==> run_1/final_clocks.png <==
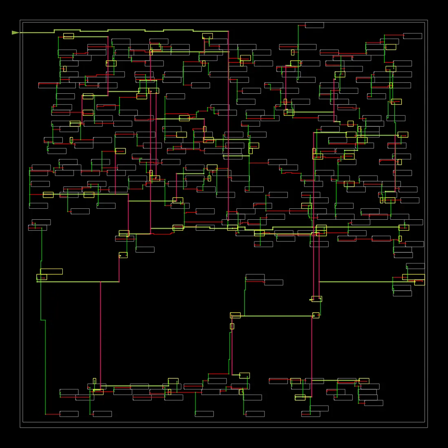
==> run_1/clock_map.png <==
Bar = 50 um.
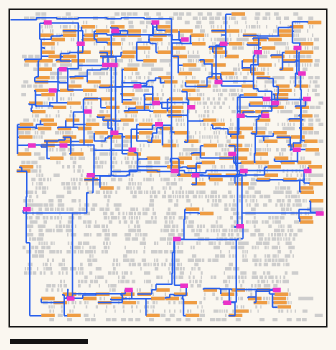
==> run_1/drive_strength.png <==
Bar = 50 um.
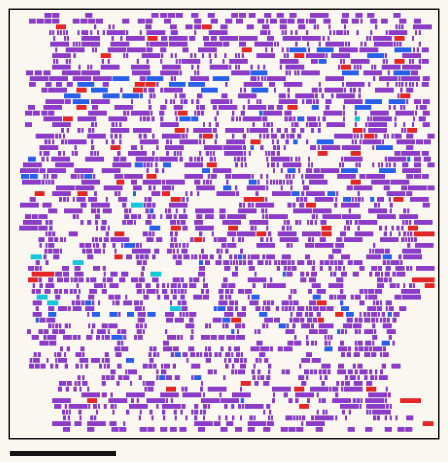
==> run_1/registers.png <==
Bar = 50 um. Other sequential cells in the stronger gray, the rest of the logic in the fainter gray.
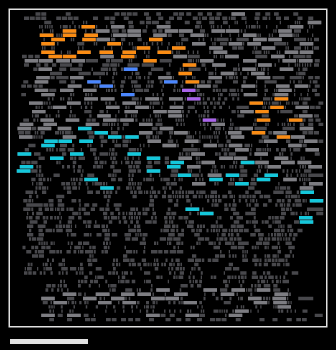
===== src/rtl/mod_exp_seq.sv =====
// mod_exp_seq: sequential modular exponentiator, result = base^exponent mod modulus.
// The exponent is scanned from its most significant bit down (square-and-multiply).
// Each modular multiply is bit-serial and interleaved, so no divider is needed.
//
// Ports:
//   clk      - single clock, all logic on the rising edge
//   rstn     - asynchronous active-low reset
//   start    - request, sampled only while idle
//   base     - WIDTH-bit message/ciphertext, may be >= modulus
//   exponent - EXP_WIDTH-bit exponent
//   modulus  - WIDTH-bit modulus, any value including zero or even values
//   busy     - high while an operation is in progress
//   done     - one-cycle pulse, result/err valid in that cycle
//   result   - registered result, held until the next accepted start
//   err      - set with done when modulus == 0, held until the next accepted start
module mod_exp_seq #(
  parameter int WIDTH     = 32,
  parameter int EXP_WIDTH = 32
) (
  input  logic                 clk,
  input  logic                 rstn,
  input  logic                 start,
  input  logic [WIDTH-1:0]     base,
  input  logic [EXP_WIDTH-1:0] exponent,
  input  logic [WIDTH-1:0]     modulus,
  output logic                 busy,
  output logic                 done,
  output logic [WIDTH-1:0]     result,
  output logic                 err
);

  localparam int BW = $clog2(WIDTH);
  localparam int KW = (EXP_WIDTH > 1) ? $clog2(EXP_WIDTH) : 1;

  localparam logic [2:0] S_IDLE   = 3'd0;
  localparam logic [2:0] S_REDUCE = 3'd1;
  localparam logic [2:0] S_SQR    = 3'd2;
  localparam logic [2:0] S_MUL    = 3'd3;
  localparam logic [2:0] S_FIN    = 3'd4;

  localparam logic [WIDTH-1:0] ZERO_W  = {WIDTH{1'b0}};
  localparam logic [WIDTH-1:0] ONE_W   = {{(WIDTH-1){1'b0}}, 1'b1};
  localparam logic [WIDTH+1:0] ZERO_P  = {(WIDTH+2){1'b0}};
  localparam logic [BW-1:0]    TOP_BIT = BW'(WIDTH - 1);
  localparam logic [BW-1:0]    BIT_ONE = {{(BW-1){1'b0}}, 1'b1};
  localparam logic [KW-1:0]    K_TOP   = KW'(EXP_WIDTH - 1);
  localparam logic [KW-1:0]    K_ONE   = {{(KW-1){1'b0}}, 1'b1};
  localparam logic [KW-1:0]    K_ZERO  = {KW{1'b0}};

  logic [2:0]           state_q,  state_d;
  logic [WIDTH-1:0]     base_q,   base_d;
  logic [EXP_WIDTH-1:0] exp_q,    exp_d;
  logic [WIDTH-1:0]     mod_q,    mod_d;
  logic [WIDTH-1:0]     b_q,      b_d;      // base reduced mod N
  logic [WIDTH-1:0]     r_q,      r_d;      // running result
  logic [WIDTH+1:0]     p_q,      p_d;      // partial product of current multiply
  logic [BW-1:0]        bit_q,    bit_d;    // multiplier bit index
  logic [KW-1:0]        k_q,      k_d;      // exponent bit index
  logic                 run_q,    run_d;    // REDUCE has passed its setup cycle
  logic                 busy_q,   busy_d;
  logic                 done_q,   done_d;
  logic [WIDTH-1:0]     result_q, result_d;
  logic                 err_q,    err_d;

  logic [WIDTH-1:0] mm_a, mm_b, mm_res;
  logic [WIDTH+1:0] n_ext, p_add, p_s1, p_s2;
  logic             mm_last;
  logic [2:0]       adv_state;
  logic [KW-1:0]    adv_k;

  // One interleaved multiply step: P = 2P + a[i]*b, then at most two subtractions of N.
  // P < N on entry keeps 2P + b below 3N, so two subtractions restore P < N.
  always_comb begin
    mm_a    = (state_q == S_REDUCE) ? base_q : r_q;
    if (state_q == S_REDUCE) begin
      mm_b = ONE_W;
    end else if (state_q == S_SQR) begin
      mm_b = r_q;
    end else begin
      mm_b = b_q;
    end
    n_ext   = {2'b00, mod_q};
    p_add   = {p_q[WIDTH:0], 1'b0} + (mm_a[bit_q] ? {2'b00, mm_b} : ZERO_P);
    p_s1    = (p_add >= n_ext) ? (p_add - n_ext) : p_add;
    p_s2    = (p_s1 >= n_ext) ? (p_s1 - n_ext) : p_s1;
    mm_res  = p_s2[WIDTH-1:0];
    mm_last = (bit_q == {BW{1'b0}});
    // Exponent walk after a square (bit clear) or a multiply.
    adv_state = (k_q == K_ZERO) ? S_FIN : S_SQR;
    adv_k     = (k_q == K_ZERO) ? k_q : (k_q - K_ONE);
  end

  // Next-state and datapath control.
  always_comb begin
    state_d  = state_q;
    base_d   = base_q;
    exp_d    = exp_q;
    mod_d    = mod_q;
    b_d      = b_q;
    r_d      = r_q;
    p_d      = p_q;
    bit_d    = bit_q;
    k_d      = k_q;
    run_d    = run_q;
    done_d   = 1'b0;
    result_d = result_q;
    err_d    = err_q;
    case (state_q)
      S_IDLE: begin
        if (start) begin
          base_d   = base;
          exp_d    = exponent;
          mod_d    = modulus;
          err_d    = 1'b0;
          result_d = ZERO_W;
          run_d    = 1'b0;
          p_d      = ZERO_P;
          bit_d    = TOP_BIT;
          k_d      = K_TOP;
          state_d  = S_REDUCE;
        end else begin
          state_d  = S_IDLE;
        end
      end
      S_REDUCE: begin
        if (!run_q) begin
          // Setup cycle: a zero modulus skips straight to the error exit.
          if (mod_q == ZERO_W) begin
            state_d = S_FIN;
          end else begin
            run_d = 1'b1;
            r_d   = (mod_q == ONE_W) ? ZERO_W : ONE_W;
          end
        end else begin
          p_d = p_s2;
          if (mm_last) begin
            b_d     = mm_res;
            p_d     = ZERO_P;
            bit_d   = TOP_BIT;
            state_d = S_SQR;
          end else begin
            bit_d   = bit_q - BIT_ONE;
          end
        end
      end
      S_SQR: begin
        p_d = p_s2;
        if (mm_last) begin
          r_d   = mm_res;
          p_d   = ZERO_P;
          bit_d = TOP_BIT;
          if (exp_q[k_q]) begin
            state_d = S_MUL;
          end else begin
            state_d = adv_state;
            k_d     = adv_k;
          end
        end else begin
          bit_d = bit_q - BIT_ONE;
        end
      end
      S_MUL: begin
        p_d = p_s2;
        if (mm_last) begin
          r_d     = mm_res;
          p_d     = ZERO_P;
          bit_d   = TOP_BIT;
          state_d = adv_state;
          k_d     = adv_k;
        end else begin
          bit_d   = bit_q - BIT_ONE;
        end
      end
      S_FIN: begin
        done_d   = 1'b1;
        err_d    = (mod_q == ZERO_W);
        result_d = (mod_q == ZERO_W) ? ZERO_W : r_q;
        state_d  = S_IDLE;
      end
      default: begin
        state_d = S_IDLE;
      end
    endcase
    busy_d = (state_d != S_IDLE);
  end

  // State and output registers, cleared asynchronously by rstn.
  always_ff @(posedge clk or negedge rstn) begin
    if (!rstn) begin
      state_q  <= S_IDLE;
      base_q   <= ZERO_W;
      exp_q    <= {EXP_WIDTH{1'b0}};
      mod_q    <= ZERO_W;
      b_q      <= ZERO_W;
      r_q      <= ZERO_W;
      p_q      <= ZERO_P;
      bit_q    <= {BW{1'b0}};
      k_q      <= K_ZERO;
      run_q    <= 1'b0;
      busy_q   <= 1'b0;
      done_q   <= 1'b0;
      result_q <= ZERO_W;
      err_q    <= 1'b0;
    end else begin
      state_q  <= state_d;
      base_q   <= base_d;
      exp_q    <= exp_d;
      mod_q    <= mod_d;
      b_q      <= b_d;
      r_q      <= r_d;
      p_q      <= p_d;
      bit_q    <= bit_d;
      k_q      <= k_d;
      run_q    <= run_d;
      busy_q   <= busy_d;
      done_q   <= done_d;
      result_q <= result_d;
      err_q    <= err_d;
    end
  end

  assign busy   = busy_q;
  assign done   = done_q;
  assign result = result_q;
  assign err    = err_q;

endmodule

===== config.mk =====
export PLATFORM = sky130hd
export DESIGN_NAME = mod_exp_seq
export DESIGN_NICKNAME = d
export VERILOG_FILES = /design/src/rtl/mod_exp_seq.sv
export SDC_FILE = /design/constraint.sdc
export NUM_CORES = 1
export LEC_CHECK = 0
export CORE_UTILIZATION = 40
export CTS_BUF_LIST = sky130_fd_sc_hd__clkbuf_8
export DETAILED_ROUTE_END_ITERATION = 7
export GPL_TIMING_DRIVEN = 0
export HOLD_SLACK_MARGIN = 0.08
export PLACE_DENSITY_LB_ADDON = 0.08
export SLEW_MARGIN = 25
export SYNTH_ARGS = -nofsm -noshare
export SYNTH_HDL_FRONTEND = slang
export SYNTH_SLANG_ARGS = --single-unit

===== constraint.sdc =====
create_clock -name clk -period 28.7 [get_ports clk]
set_input_delay 2.87 -clock clk [delete_from_list [all_inputs] [get_ports clk]]
set_output_delay 2.87 -clock clk [all_outputs]
set_load 0.02 [all_outputs]

==> results.rst, run 1 <==
Synthesis and place-and-route
=============================

.. list-table::
   :header-rows: 1

   * - Metric
     - Value
   * - Uppermost metal layer occupied by signal nets
     - met4
   * - GRT met2 Usage
     - 39.58%
   * - Diodes inserted
     - 0
   * - Remaining global-route overflow
     - 0
   * - Most used cells in the layout excluding fill and tap cells
     - 437 x sky130_fd_sc_hd__nand2_1, 242 x sky130_fd_sc_hd__dfrtp_1, 166 x sky130_fd_sc_hd__o21ai_0
   * - Library cell with the largest summed area after synthesis
     - sky130_fd_sc_hd__dfrtp_1
   * - Sequential element share of the synthesized area
     - 37.67%
   * - Most Crowded Layer GR
     - met2
   * - Detailed-route wire length per cell
     - 20.55 um
   * - Synth Area in XOR/XNOR
     - 4.413%
   * - Hold-fix buffer count after cts
     - 0
   * - Number of cell instances after yosys synthesis
     - 1848
   * - Placement-stage cell area
     - 18160 um^2
   * - Final period utilization
     - 50.83%
   * - Port Buf Inserts
     - 133
   * - CORE AREA
     - 39640 um^2
   * - Clock slew at the register clock pins of the worst setup and hold paths
     - 0.06 ns
   * - Remaining design rule violation count
     - 0
   * - Layout cells sized above 1
     - 7.711%
   * - Count of pins on the block boundary
     - 134
   * - Critical Path Most Common Cell
     - sky130_fd_sc_hd__a21oi_1
   * - Result of the run
     - complete, no violations
   * - Crit path time final
     - 14.59 ns
   * - Number of hold violations in the final report
     - 0
   * - Drt initial violations
     - 1090
   * - # Max-Cap Violations
     - 0
   * - Transition time of the tightest slew-check pin
     - 1.025 ns
   * - Die y size
     - 202.5 um
   * - Met2 layer wire length in the routed design
     - 23410 um
   * - Final Routed Wirelength
     - 53160 um
   * - Final HPWL from detailed placement
     - 41860 um
   * - Fin. max-slew vios
     - 0
   * - Number of buffers created by CTS
     - 44
   * - Sort of element at the start of the critical path
     - flip-flop
   * - Reg-to-reg setup timing slack
     - 14.11 ns
   * - Fa+ha+maj area frac
     - 8.002%
   * - Area fraction in compound gates after synthesis
     - 19.76%
   * - Die area
     - 40990 um^2
   * - Root buf cell
     - sky130_fd_sc_hd__clkbuf_8
   * - Met3 WL post-DR
     - 2970 um
   * - Maximum fanout encountered on the critical timing path
     - 10
   * - Arrival time of the worst setup path
     - 15.06 ns
   * - Delay of the slowest critical-path stage
     - 0.66 ns
   * - Count of warning messages emitted by the tools
     - 27
   * - Synthesized-area fraction occupied by and/or/nand/nor cells
     - 18.23%
   * - Vias/cell
     - 5.614
   * - Slowest cell on crit path
     - sky130_fd_sc_hd__o31ai_1
   * - Number of nets at floorplan
     - 2048
   * - Mean Syn Cell Area
     - 8.698 um^2
   * - FF+latch count, synth
     - 242
   * - Global-route wire length before repair
     - 82010 um
   * - Initial antenna violation count
     - 0
   * - Length of the first detailed-routing pass in iterations
     - 5
   * - Top cell excl fill/tap
     - sky130_fd_sc_hd__nand2_1
   * - Die span in x
     - 202.5 um
   * - Main logic family
     - AND-OR/OR-AND gates
   * - RSZ-0062 raised after global routing
     - no
   * - CTS tree
     - done
   * - Relative slew slack
     - 31.69%
   * - CTS resizes
     - 0
   * - Most frequent cell after synthesis
     - sky130_fd_sc_hd__nand2_1
   * - Antenna Violating Nets Remaining
     - 0
   * - Dominant synthesized flop cell
     - sky130_fd_sc_hd__dfrtp_1
   * - Path type of the worst setup path
     - reg -> reg
   * - Total GRT Usage
     - 26.08%
   * - Final setup vio count
     - 0
   * - Async set-reset flop share out of synthesis
     - 100.0%
   * - Category of the worst setup path capture point
     - flip-flop
   * - Number of different library cells in the post-synthesis netlist
     - 73
   * - Leading post-synthesis cells by instance count
     - 437 x sky130_fd_sc_hd__nand2_1, 242 x sky130_fd_sc_hd__dfrtp_1, 166 x sky130_fd_sc_hd__o21ai_0
   * - Maximum achievable frequency
     - 68.55 MHz
## Picture notes: final_clocks.png
number of sequential cells in the layout: 242
TritonCTS sink count: 242
skew final: 0.04290 ns

## Picture notes: clock_map.png
- flip-flops: orange (count 242)
- clock wires: blue (length 4130 um)
- cells driving clock nets: magenta (count 44)
- routed clock nets: 45
later-pin clock latency in the skew report: 0.63 ns

## Picture notes: drive_strength.png
- drive 2: blue (cells 87; share 4.2%)
- drive 1 or less: purple (cells 1903; share 92%)
- drive 3 to 4: cyan (cells 8; share 0.39%)
- drive 6 and up: red (cells 64; share 3.1%)
Area growth syn-to-layout: 18.47%
post-route cell area: 19040 um^2
layout buffer count excluding clock buffers: 226
final worst-path setup slack: 14.11 ns

## Picture notes: registers.png
- `state_q`: purple (placed flops 3)
- `base_q`: orange (placed flops 32)
- `bit_q`: blue (placed flops 5)
- `p_q`: cyan (placed flops 33; where a band across the middle)
- not colored: 169
flip-flop and latch share of the layout cell area: 31.80%
post-layout utilization of the core: 48.04%

## run 1: final timing paths
| check | endpoint | start | cells after the start |
|---|---|---|---|
| setup / recovery | p_q[31]$_DFFE_PN0P_ | state_q[0]$_DFF_PN0_ | 48 |
| hold / removal | exp_q[6]$_DFFE_PN0P_ | exp_q[6]$_DFFE_PN0P_ | 2 |
| setup reg to reg | p_q[31]$_DFFE_PN0P_ | state_q[0]$_DFF_PN0_ | 48 |
| hold reg to reg | exp_q[6]$_DFFE_PN0P_ | exp_q[6]$_DFFE_PN0P_ | 2 |
| max in group asynchronous | p_q[27]$_DFFE_PN0P_ | rstn | 4 |
| min in group asynchronous | mod_q[29]$_DFFE_PN0P_ | rstn | 1 |
## run 1: per-stage QoR
stage | setup WS, ns | hold slack [ns]
after floorplan | 18.32 | 0.4403
after global placement | 13.94 | 0.4514
after detailed placement | 14.53 | 0.4598
after CTS | 14.49 | 0.4736
after global routing | 13.23 | 0.4863
final | 14.11 | 0.4713
## run 1: area by class of cell
| cell class | count | area (um^2) |
|---|---|---|
| clock buffers | 52 | 715.7 |
| well taps | 525 | 656.9 |
| multi-input cells | 1449 | 9395 |
| fillers | 3981 | 20600 |
| plain buffers | 90 | 377.9 |
| flip-flops and latches | 242 | 6056 |
| clock inverters | 26 | 171.4 |
| inverters | 67 | 251.5 |
| repair buffers | 136 | 1419 |
## run 1: state kept, by name, summed over array words and instances, names as in the netlist, 3 cells and up
signal,flops
k_q,5
result,32
p_q,33
r_q,32
state_q,3
exp_q,32
mod_q,32
base_q,32
b_q,32
bit_q,5
==> run_1/zoom.png <==
Window x 137 to 167, y 36 to 66 um. Cells in gray, sequential cells in the stronger gray; small squares are vias.
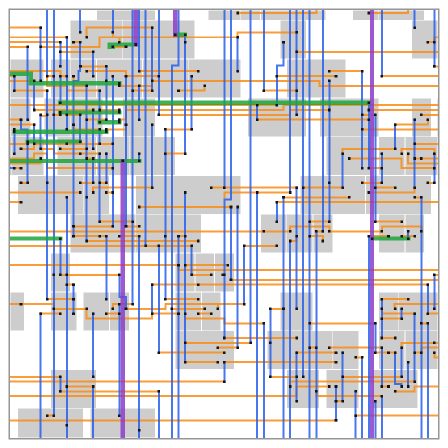

==> inputs of run 2 (changes only) <==
==> constraint.sdc (replaced) <==
create_clock -name clk -period 14.3 [get_ports clk]
set_input_delay 1.43 -clock clk [delete_from_list [all_inputs] [get_ports clk]]
set_output_delay 1.43 -clock clk [all_outputs]
set_load 0.02 [all_outputs]
==> run_2/zoom.png <==
Window x 137 to 167, y 36 to 66 um. Cells in gray, sequential cells in the stronger gray; small squares are vias.
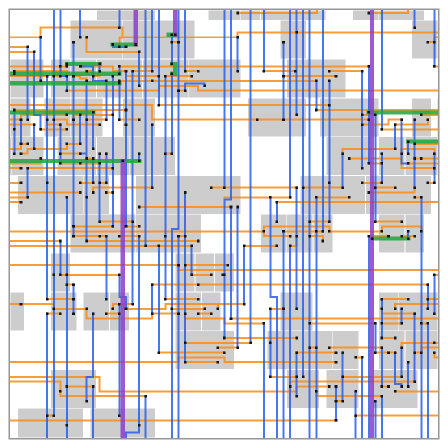
- met2: blue
- met4: purple
- met1: orange
- met3: green
- cells with their middle in the window: 59
- most frequent: o21ai_0 (8), ha_1 (8), nand2_1 (7)
- sequential cells in the window: 0

==> results.rst, run 2 <==
Synthesis and place-and-route
=============================

.. list-table::
   :header-rows: 1

   * - Metric
     - Value
   * - Worst Hold End
     - exp_q[6]$_DFFE_PN0P_
   * - Fa+ha+maj area frac
     - 8.002%
   * - Post-route cell area
     - 19070 um^2
   * - Mean Syn Cell Area
     - 8.698 um^2
   * - Leading post-synthesis cells by instance count
     - 437 x sky130_fd_sc_hd__nand2_1, 242 x sky130_fd_sc_hd__dfrtp_1, 166 x sky130_fd_sc_hd__o21ai_0
   * - Area fraction in compound gates after synthesis
     - 19.76%
   * - Reg-to-reg setup timing slack
     - 0.88 ns
   * - Antenna Violating Nets Remaining
     - 0
   * - FF+latch count, synth
     - 242
   * - # Max-Cap Violations
     - 0
   * - Synth Area in XOR/XNOR
     - 4.413%
   * - Skew final
     - 0.04635 ns
   * - TritonCTS sink count
     - 242
   * - Async set-reset flop share out of synthesis
     - 100.0%
   * - Uppermost metal layer occupied by signal nets
     - met4
   * - Drt initial violations
     - 1061
   * - Critical Path Most Common Cell
     - sky130_fd_sc_hd__a21oi_1
   * - CTS tree
     - done
   * - Count of pins on the block boundary
     - 134
   * - Detailed-route wire length per cell
     - 20.55 um
   * - Dominant synthesized flop cell
     - sky130_fd_sc_hd__dfrtp_1
   * - Relative slew slack
     - 32.17%
   * - Die y size
     - 202.5 um
   * - Remaining global-route overflow
     - 0
   * - Met2 layer wire length in the routed design
     - 23410 um
   * - Top cell excl fill/tap
     - sky130_fd_sc_hd__nand2_1
   * - Number of buffers created by CTS
     - 44
   * - Length of the first detailed-routing pass in iterations
     - 5
   * - Diodes inserted
     - 0
   * - Die area
     - 40990 um^2
   * - Fin. max-slew vios
     - 0
   * - Number of cell instances on the worst register-to-register path
     - 48
   * - Multiplexer share
     - 8.002%
   * - Post-layout utilization of the core
     - 48.10%
   * - Crit path time final
     - 13.42 ns
   * - Slowest cell on crit path
     - sky130_fd_sc_hd__or4b_1
   * - Startpoint of the tightest hold check path
     - exp_q[6]$_DFFE_PN0P_
   * - Port Buf Inserts
     - 133
   * - Result of the run
     - complete, no violations
   * - Remaining design rule violation count
     - 0
   * - Transition time of the tightest slew-check pin
     - 1.018 ns
   * - Chip area in the Yosys report
     - 16070 um^2
   * - Delay of the slowest critical-path stage
     - 0.56 ns
   * - Placement-stage cell area
     - 18160 um^2
   * - RR Startpoint
     - state_q[0]$_DFF_PN0_
   * - Later-pin clock latency in the skew report
     - 0.63 ns
   * - Fillers
     - 3974
   * - Flip-flop count of the largest register after layout
     - 33
   * - GRT met2 Usage
     - 39.58%
   * - Final worst-path setup slack
     - 0.8832 ns
   * - Most frequent cell after synthesis
     - sky130_fd_sc_hd__nand2_1
   * - Layout cells sized above 1
     - 8.050%
   * - Most Crowded Layer GR
     - met2
   * - Largest register by flop count
     - p_q
   * - Category of the worst setup path capture point
     - flip-flop
   * - Most used cells in the layout excluding fill and tap cells
     - 437 x sky130_fd_sc_hd__nand2_1, 242 x sky130_fd_sc_hd__dfrtp_1, 166 x sky130_fd_sc_hd__o21ai_0
   * - Initial antenna violation count
     - 0
   * - Final Routed Wirelength
     - 53170 um
   * - Vias/cell
     - 5.625
   * - Root buf cell
     - sky130_fd_sc_hd__clkbuf_8
   * - Pre-CTS worst setup slack
     - 0.1277 ns
   * - Path type of the worst setup path
     - reg -> reg
   * - Final hold slack
     - 0.4712 ns
   * - Final setup vio count
     - 0
   * - Final period utilization
     - 93.82%
   * - Area growth syn-to-layout
     - 18.62%
   * - Maximum fanout encountered on the critical timing path
     - 10
   * - Main logic family
     - AND-OR/OR-AND gates
   * - Number of nets at floorplan
     - 2048
   * - Arrival time of the worst setup path
     - 13.89 ns
   * - CORE AREA
     - 39640 um^2
   * - Global-route wire length before repair
     - 82010 um
   * - RSZ-0062 raised after global routing
     - no
   * - Maximum achievable frequency
     - 74.53 MHz
   * - Count of warning messages emitted by the tools
     - 27
## run 2: area by class of cell
cell class | instances | area, um^2 | share of cell area (%)
well taps | 525 | 656.9 | 3.445
clock inverters | 26 | 171.4 | 0.8990
repair buffers | 136 | 1419 | 7.441
flip-flops and latches | 242 | 6056 | 31.76
multi-input cells | 1449 | 9413 | 49.37
inverters | 67 | 251.5 | 1.319
clock buffers | 52 | 715.7 | 3.754
plain buffers | 90 | 384.1 | 2.015
## run 2: worst max-delay path by stage
stage	cells past startpoint	startpoint	slack, ns	to
3_5_place_dp	49	state_q[0]$_DFF_PN0_	0.13	b_q[31]$_DFFE_PN0P_
4_1_cts	49	state_q[0]$_DFF_PN0_	0.09	p_q[31]$_DFFE_PN0P_
5_1_grt	50	state_q[0]$_DFF_PN0_	0.05	r_q[19]$_DFFE_PN0P_
6_report	48	state_q[0]$_DFF_PN0_	0.88	r_q[19]$_DFFE_PN0P_
3_3_place_gp	48	state_q[0]$_DFF_PN0_	0.11	p_q[31]$_DFFE_PN0P_
2_1_floorplan	48	state_q[0]$_DFF_PN0_	3.92	b_q[29]$_DFFE_PN0P_
## run 2: repair_timing
action,4_1_cts,5_1_grt
endpoints found under the setup margin,0,96
hold buffers,0,0
resized,0,12
==> run_2/drive_strength.png <==
Bar = 50 um.
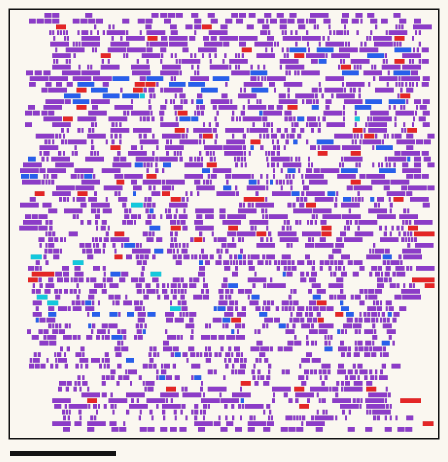

==> inputs of run 3 (changes only) <==
--- a/config.mk
+++ b/config.mk
@@ -5,9 +5,10 @@
 export SDC_FILE = /design/constraint.sdc
 export NUM_CORES = 1
 export LEC_CHECK = 0
-export CORE_UTILIZATION = 40
+export CORE_UTILIZATION = 49
 export CTS_BUF_LIST = sky130_fd_sc_hd__clkbuf_8
 export DETAILED_ROUTE_END_ITERATION = 7
+export DONT_BUFFER_PORTS = 1
 export GPL_TIMING_DRIVEN = 0
 export HOLD_SLACK_MARGIN = 0.08
 export PLACE_DENSITY_LB_ADDON = 0.08
==> run_3/drive_strength.png <==
Bar = 50 um.
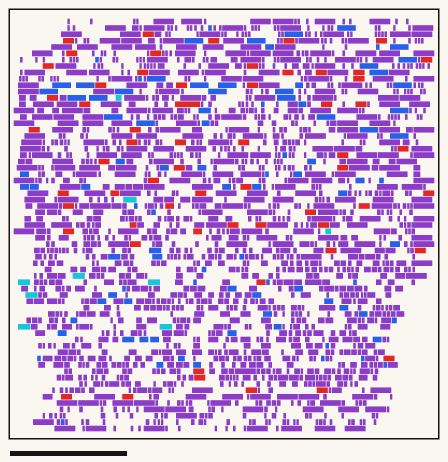
- drive 6 and up: red (cells 60; share 3.1%)
- drive 1 or less: purple (cells 1762; share 92%)
- drive 2: blue (cells 93; share 4.8%)
- drive 3 to 4: cyan (cells 9; share 0.47%)
Area growth syn-to-layout: 8.905%
layout buffer count excluding clock buffers: 90
post-route cell area: 17510 um^2
final worst-path setup slack: 1.108 ns

==> results.rst, run 3 <==
Synthesis and place-and-route
=============================

.. list-table::
   :header-rows: 1

   * - Metric
     - Value
   * - Result of the run
     - complete, no violations
   * - Category of the worst setup path capture point
     - flip-flop
   * - Hold-fix buffer count after cts
     - 0
   * - Number of buffers created by CTS
     - 43
   * - Sort of element at the start of the critical path
     - flip-flop
   * - Most used cells in the layout excluding fill and tap cells
     - 437 x sky130_fd_sc_hd__nand2_1, 242 x sky130_fd_sc_hd__dfrtp_1, 166 x sky130_fd_sc_hd__o21ai_0
   * - CTS resizes
     - 0
   * - Largest register by flop count
     - p_q
   * - Port Buf Inserts
     - 0
   * - Top cell excl fill/tap
     - sky130_fd_sc_hd__nand2_1
   * - Final HPWL from detailed placement
     - 37850 um
   * - Library cell with the largest summed area after synthesis
     - sky130_fd_sc_hd__dfrtp_1
   * - RSZ-0062 raised after global routing
     - no
   * - Layout cells sized above 1
     - 8.420%
   * - Final period utilization
     - 92.25%
   * - RR Startpoint
     - state_q[0]$_DFF_PN0_
   * - Sequential element share of the synthesized area
     - 37.67%
   * - Length of the first detailed-routing pass in iterations
     - 5
   * - Skew final
     - 0.02001 ns
   * - Relative slew slack
     - 39.57%
   * - Die y size
     - 183.1 um
   * - Maximum fanout encountered on the critical timing path
     - 10
   * - Fillers
     - 3040
   * - Fa+ha+maj area frac
     - 8.002%
   * - TritonCTS sink count
     - 242
   * - Mean Syn Cell Area
     - 8.698 um^2
   * - Detailed-route wire length per cell
     - 20.67 um
   * - CTS tree
     - done
   * - Count of pins on the block boundary
     - 134
   * - Total GRT Usage
     - 29.37%
   * - Slowest cell on crit path
     - sky130_fd_sc_hd__or4b_1
   * - Start point of the critical path
     - state_q[0]$_DFF_PN0_
   * - Antenna Violating Nets Remaining
     - 0
   * - Area fraction in compound gates after synthesis
     - 19.76%
   * - Most frequent cell after synthesis
     - sky130_fd_sc_hd__nand2_1
   * - Clock slew at the register clock pins of the worst setup and hold paths
     - 0.05 ns
   * - Initial antenna violation count
     - 0
   * - Number of different library cells in the post-synthesis netlist
     - 73
-- run 3: netlist changes by cell type in the layout (fill, tap and decap cells not counted), sizes merged --
cell	before	now
clkinv	5	7
bufinv	2	1
inv	85	80
clkdlybuf4s50	132	0
buf	15	11
clkbuf	131	133
-- run 3: per-layer routing --
metal	vias up	GRT usage, %	share of wire, %
met2	427	44.93	44
met4	0	8.100	2.2
li1	6661	-	-
met3	71	4.825	6.5
met1	6843	42.86	47
met5	-	0	0
-- run 3: through the flow --
stage / hold slack (ns) / util, % / worst slack [ns] / area [um^2]
final: 0.4707 / 54.91 / 1.108 / 17510
after global routing: 0.4875 / 54.91 / 0.1483 / 17510
after global placement: 0.4531 / 52.13 / 0.4429 / 16620
after detailed placement: 0.4590 / 52.15 / 0.4350 / 16620
after floorplan: 0.4403 / - / 3.921 / 16070
after CTS: 0.4738 / 54.87 / 0.3500 / 17490
-- run 3: path summary, 6_finish.rpt --
| kind | end | slack (ns) | cells past startpoint |
|---|---|---|---|
| max | p_q[22]$_DFFE_PN0P_ | 1.11 | 48 |
| min | exp_q[27]$_DFFE_PN0P_ | 0.47 | 2 |
| max reg2reg | p_q[22]$_DFFE_PN0P_ | 1.11 | 48 |
| min reg2reg | exp_q[27]$_DFFE_PN0P_ | 0.47 | 2 |
| max in group asynchronous | exp_q[14]$_DFFE_PN0P_ | 13.24 | 0 |
| min in group asynchronous | mod_q[13]$_DFFE_PN0P_ | 0.55 | 0 |
-- run 3: layout make-up --
class                   instances  area [um^2]  area share, %
inverters                      67        251.5          1.437
multi-input cells            1449         9400          53.70
flip-flops and latches        242         6056          34.59
clock inverters                22        125.1         0.7147
plain buffers                  90        385.4          2.201
well taps                     435        544.3          3.109
clock buffers                  54        743.2          4.246
